Design addsub_arbiter, sky130hd; sources not shown.
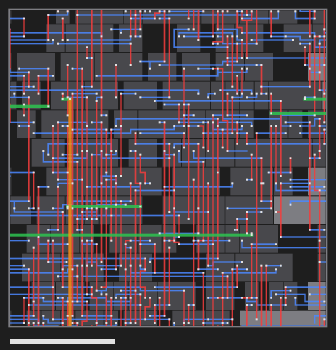
*Layout detail, run 1*
Bar = 10 um. Window x 15 to 45, y 23 to 53 um. Cells in grey, sequential cells in the stronger grey; small squares are vias.
metal 4 -> orange
metal 2 -> red
metal 1 -> blue
metal 3 -> green
sequential cells in the window = 2
cells with their middle in the window = 94
most frequent = buf_4 (16), nand2_1 (11)

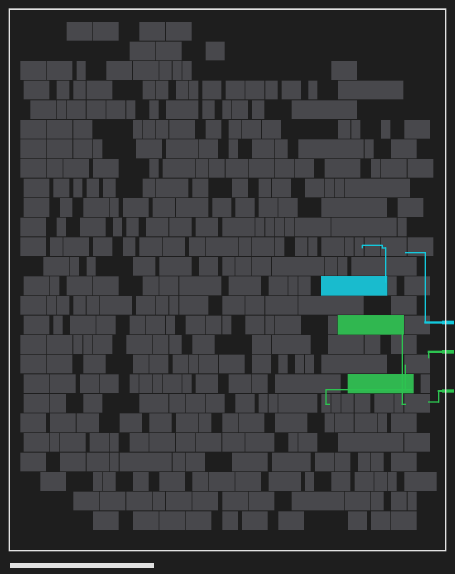
*Wires at chosen ports, followed through buffers, run 1*
Bar = 20 um.
rsp_id -> green  # bits 2, direction output, end cells 2, buffers 2, wire 35.0 um
rsp_carry -> cyan  # bits 1, direction output, end cells 1, buffers 1, wire 23.6 um
io pins: 91
Port-buffer cells: 90

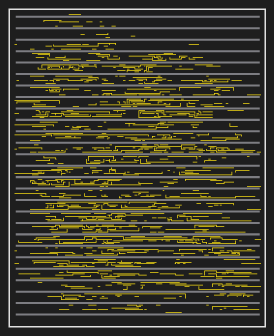
*Met1 routing, run 1*
Supply wires on this layer in grey.
longest straight run = 23.9 um
wire length on this layer = 2290 um
main direction = horizontal
nets with wire on the layer = 385
share of all routed wire = 42%
met1 track demand over resource: 0.302
total number of vias: 2127

==> impl_metrics.csv, run 1 <==
group,metric,value,unit
final_timing,tightest_slew,0.672,ns
clock_tree,cts_hold_buf,0,
final_layout,seq_area_frac,0.117,
final_layout,antenna_cells,0,
yosys,synth_cell_types,50,
clock_tree,cts_resized,0,
worst_setup_path,required,4.82,ns
floorplan,core,0.00410,mm2
worst_setup_path,path_buffers,4,
final_timing,finalHoldViolations,0,
final_layout,postLayoutCoreUtil,0.733,
final_layout,layout_top_cell,"clkdlybuf4s50_1",
grt,grt_max_degree,21,
placement,dpl_worst_slack,-0.119,ns
worst_setup_path,worstSetupEndpointType,"flop",
power,swShare,0.448,
final_layout,layout.cells.non_filler,410,
grt,grt_pass1_vias,2086,
detailed_routing,dr.pass1.iters,4,
floorplan,initCoreUtil,0.417,
worst_setup_path,criticalPathCategory,"input pin to flop",
worst_setup_path,slowest_delay,0.47,ns
yosys,common_cells,"nand2_1, nor2_1, o21ai_0",
power,leakagePower,1.32,nW
final_layout,final_area,0.00301,mm2
detailed_routing,post_drt_via_cell_ratio,5.19,
yosys,synth_seq_share,0.205,
yosys,ys_cells,235,
power,p_seq_frac,0.101,
power,power_density,666,mW/mm2
power,finalPower,2.00,mW
min_path,hold_class,"flop to flop",
yosys,synthXorXnorAreaFrac,0.0513,
grt,use_met3,0.0223,
final_layout,logic_gates,201,
clock_tree,cts_setup_buffers,0,
clock_tree,clock_path_buffers,2,
grt,grt_busiest_layer,"met2",
min_path,min_path_cells,2,
final_layout,final.clkbuf_count,3,
final_timing,skew,0.000992,ns
final_timing,period_used_share,0.947,
grt,track_usage,0.252,
yosys,ys_sh_simple,0.263,
detailed_routing,topRoutingLayerUsed,"met4",
status,outcome,"finished clean",
### Wiring by layer, run 1

Two of the layers only.
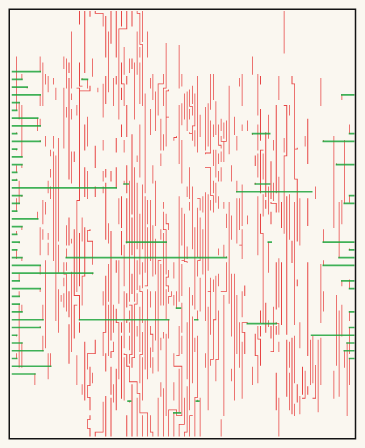

## Run 2: what changed since run 1
Settings changed: GPL_TIMING_DRIVEN set to 0.
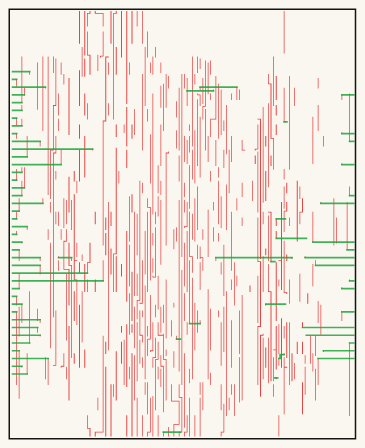
*Wiring by layer, run 2*
Two of the layers only.
metal 3 -> green  # wire length 254 um
metal 2 -> red  # wire length 2510 um
drt wl/cell: 12.6 um
total number of vias: 2031
GRT Overall Usage: 0.233
drt total wl: 4930 um

==> run 2 against run 1 <==
Clock-buffer cell count did not move. Synthesized area did not move. Clock skew barely moved. Register-to-register slack got worse by 0.22 ns. Clock power rose by 4.0%. Largest power group unchanged.
==> impl_metrics.csv, run 2 <==
group,metric,value,unit
status,outcome,"finished clean",
final_layout,logic_gates,201,
placement,dp_cells,381,
final_layout,final_area,0.00285,mm2
power,pwr-share-clk,0.055,
final_layout,layout_top_cell,"clkdlybuf4s50_1",
yosys,syn_inst,235,
power,leakagePower,1.24,nW
final_timing,whs,0.467,ns
power,finalPower,1.79,mW
clock_tree,cts_hold_buf,0,
final_layout,signal_buffers,108,
placement,port_buffers,90,
final_layout,seq_area_frac,0.123,
placement,dpl_worst_slack,-0.759,ns
yosys,largest_area_cell,"dfrtp_1",
final_timing,postLayoutSetupSlackWorst,0.312,ns
power,power_density,626,mW/mm2
yosys,common_cells,"nand2_1, nor2_1, o21ai_0",
clock_tree,h-tree-depth,1,
yosys,synth.area.mux_share,0.0117,
floorplan,fp.dieH,75.1,um
detailed_routing,antenna_left,0,
yosys,synth_top_area_share,0.205,
final_layout,largest_register_ffs,8,
worst_setup_path,start_kind,"input pin",
yosys,ys_sh_simple,0.263,
min_path,min_path_cells,2,
worst_setup_path,path_delay_family,"buffers and inverters",
final_layout,layout.cells.non_filler,390,
clock_tree,path_clk_slew,0.05,ns
final_timing,finalHoldViolations,0,
final_timing,relSlewSlack,0.587,
final_layout,final.clkbuf_count,3,
floorplan,initCoreUtil,0.417,
grt,use_met3,0.0189,
yosys,synth_cell_types,50,
grt,grtUsageMet1,0.264,
power,power_frac_comb,0.830,
yosys,ys.flop_type,"dfrtp_1",
floorplan,core,0.00410,mm2
detailed_routing,dr.pass1.iters,4,
yosys,yosys_warnings,0,
clock_tree,clock_path_buffers,2,
worst_setup_path,path_cells,"clkdlybuf4s50_1 -> o41ai_1 -> nor2b_1 -> and2_1 -> clkdlybuf4s50_1",
final_timing,period_used_share,0.934,
final_timing,tightest_slew,0.612,ns
worst_setup_path,slowest_delay,0.87,ns
final_layout,layout_top_cells,"clkdlybuf4s50_1, nand2_1, nor2_1",
worst_setup_path,path_buffers,2,
placement,place_congestion,0.907,
floorplan,rows,26,
final_timing,rsz0062_at_grt,"no",
final_timing,skew,0.00132,ns
yosys,edf_count,0,
clock_tree,clkLatencyLatePin,0.25,ns
detailed_routing,topRoutingLayerUsed,"met4",
final_layout,antenna_cells,0,
grt,grt_busiest_layer,"met2",
final_layout,postLayoutCoreUtil,0.696,
worst_setup_path,required,3.76,ns
clock_tree,cts_resized,18,
final_layout,logic_area,0.00133,mm2
placement,hpwl,4030,um
worst_setup_path,crit_slowest_cell,"clkdlybuf4s50_1",
power,power_switching,836,uW
final_layout,seq_area,350,um2
worst_setup_path,worstSetupEndpointType,"primary output",
min_path,hold_class,"flop to flop",
clock_tree,cts_setup_buffers,6,
final_timing,min_period,4.39,ns
grt,antenna_found_initial,0,
worst_setup_path,cp_max_fo,15,
floorplan,tap_cells,56,
grt,grt_pass1_vias,1985,
detailed_routing,post_drt_via_cell_ratio,5.21,
power,swShare,0.468,
worst_setup_path,reg2reg_depth,18,
power,p_seq_frac,0.115,
yosys,ys_cells,235,
yosys,synth_seq_share,0.205,
worst_setup_path,criticalPathCategory,"input pin to primary output",
floorplan,chip_area,0.00454,mm2
yosys,synthXorXnorAreaFrac,0.0513,
yosys,fp_nets,324,
grt,grt_max_degree,16,
detailed_routing,wl_met3,254,um
floorplan,ioPinCount,91,
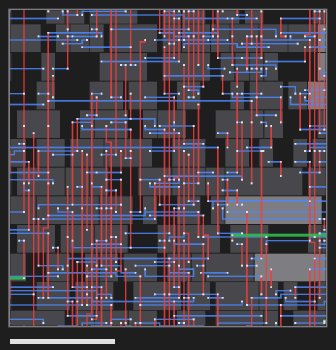
*Layout detail, run 2*
Bar = 10 um. Window x 15 to 45, y 23 to 53 um. Cells in grey, sequential cells in the stronger grey; small squares are vias.
metal 2 -> red
metal 3 -> green
metal 1 -> blue
most frequent = nand2_1 (12), ha_1 (7), o21ai_1 (5)
cells with their middle in the window = 88
sequential cells in the window = 2

## Run 3: what changed since run 2
Settings changed: CORE_MARGIN 1 to not set.
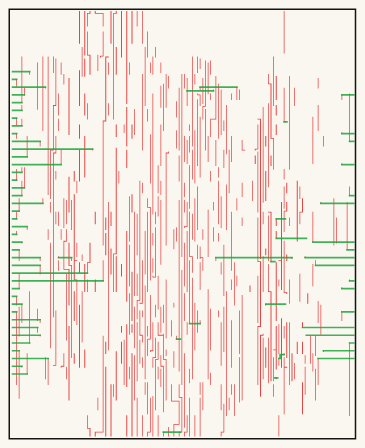
*Wiring by layer, run 3*
Two of the layers only.
metal 3 -> green  # wire length 254 um
metal 2 -> red  # wire length 2510 um

==> run 3 against run 2 <==
Clock skew stayed put. Wire length unchanged. Sequential cell count is the same. Final cell count unchanged. Synthesized cell count is the same. Synthesized area stayed put. Global-route usage unchanged. Die size did not move. Maximum frequency did not move. Largest power group unchanged. Highest routed layer unchanged.
==> impl_metrics.csv, run 3 <==
group,metric,value,unit
clock_tree,cts_setup_buffers,6,
yosys,common_cells,"nand2_1, nor2_1, o21ai_0",
final_layout,seq_area_frac,0.123,
yosys,syn_inst,235,
placement,port_buffers,90,
clock_tree,cts_resized,18,
floorplan,tap_cells,56,
final_layout,final.clkbuf_count,3,
yosys,fp_nets,324,
placement,dp_cells,381,
floorplan,chip_area,0.00454,mm2
final_layout,signal_buffers,108,
final_timing,rsz0062_at_grt,"no",
detailed_routing,drt-wirelength-per-cell,12.6,um
power,pwr-share-clk,0.055,
worst_setup_path,worstSetupEndpointType,"primary output",
final_timing,min_period,4.39,ns
yosys,yosys_warnings,0,
floorplan,fp.dieH,75.1,um
final_layout,layout_top_cell,"clkdlybuf4s50_1",
worst_setup_path,crit_slowest_cell,"clkdlybuf4s50_1",
worst_setup_path,criticalPathCategory,"input pin to primary output",
grt,antenna_found_initial,0,
final_layout,postLayoutCoreUtil,0.696,
status,outcome,"finished clean",
final_layout,antenna_cells,0,
detailed_routing,antenna_left,0,
final_layout,largest_register_ffs,8,
placement,place_congestion,0.907,
floorplan,ioPinCount,91,
power,power_density,626,mW/mm2
final_layout,logic_gates,201,
grt,track_usage,0.233,
final_timing,finalHoldViolations,0,
final_timing,whs,0.467,ns
clock_tree,path_clk_slew,0.05,ns
final_layout,logic_area,0.00133,mm2
detailed_routing,topRoutingLayerUsed,"met4",
grt,use_met3,0.0189,
detailed_routing,wl_met3,254,um
detailed_routing,post_drt_via_cell_ratio,5.21,
final_timing,skew,0.00132,ns
yosys,synth.area.mux_share,0.0117,
worst_setup_path,start_kind,"input pin",
clock_tree,h-tree-depth,1,
min_path,hold_class,"flop to flop",
floorplan,rows,26,
detailed_routing,dr.pass1.iters,4,
yosys,largest_area_cell,"dfrtp_1",
yosys,synthXorXnorAreaFrac,0.0513,
yosys,synth_seq_share,0.205,
clock_tree,clock_path_buffers,2,
floorplan,core,0.00410,mm2
placement,dpl_worst_slack,-0.759,ns
yosys,ys_cells,235,
yosys,ys.flop_type,"dfrtp_1",
final_layout,layout.cells.non_filler,390,
power,p_seq_frac,0.115,
placement,hpwl,4030,um
final_layout,seq_area,350,um2
grt,grt_pass1_vias,1985,
min_path,min_path_cells,2,
power,swShare,0.468,
grt,grt_busiest_layer,"met2",
floorplan,initCoreUtil,0.417,
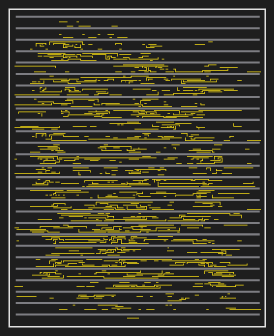
*Met1 routing, run 3*
Supply wires on this layer in grey.
main direction = horizontal
share of all routed wire = 42%
nets with wire on the layer = 354
met1 track demand over resource: 0.264

Power and IR drop assume default switching activity.
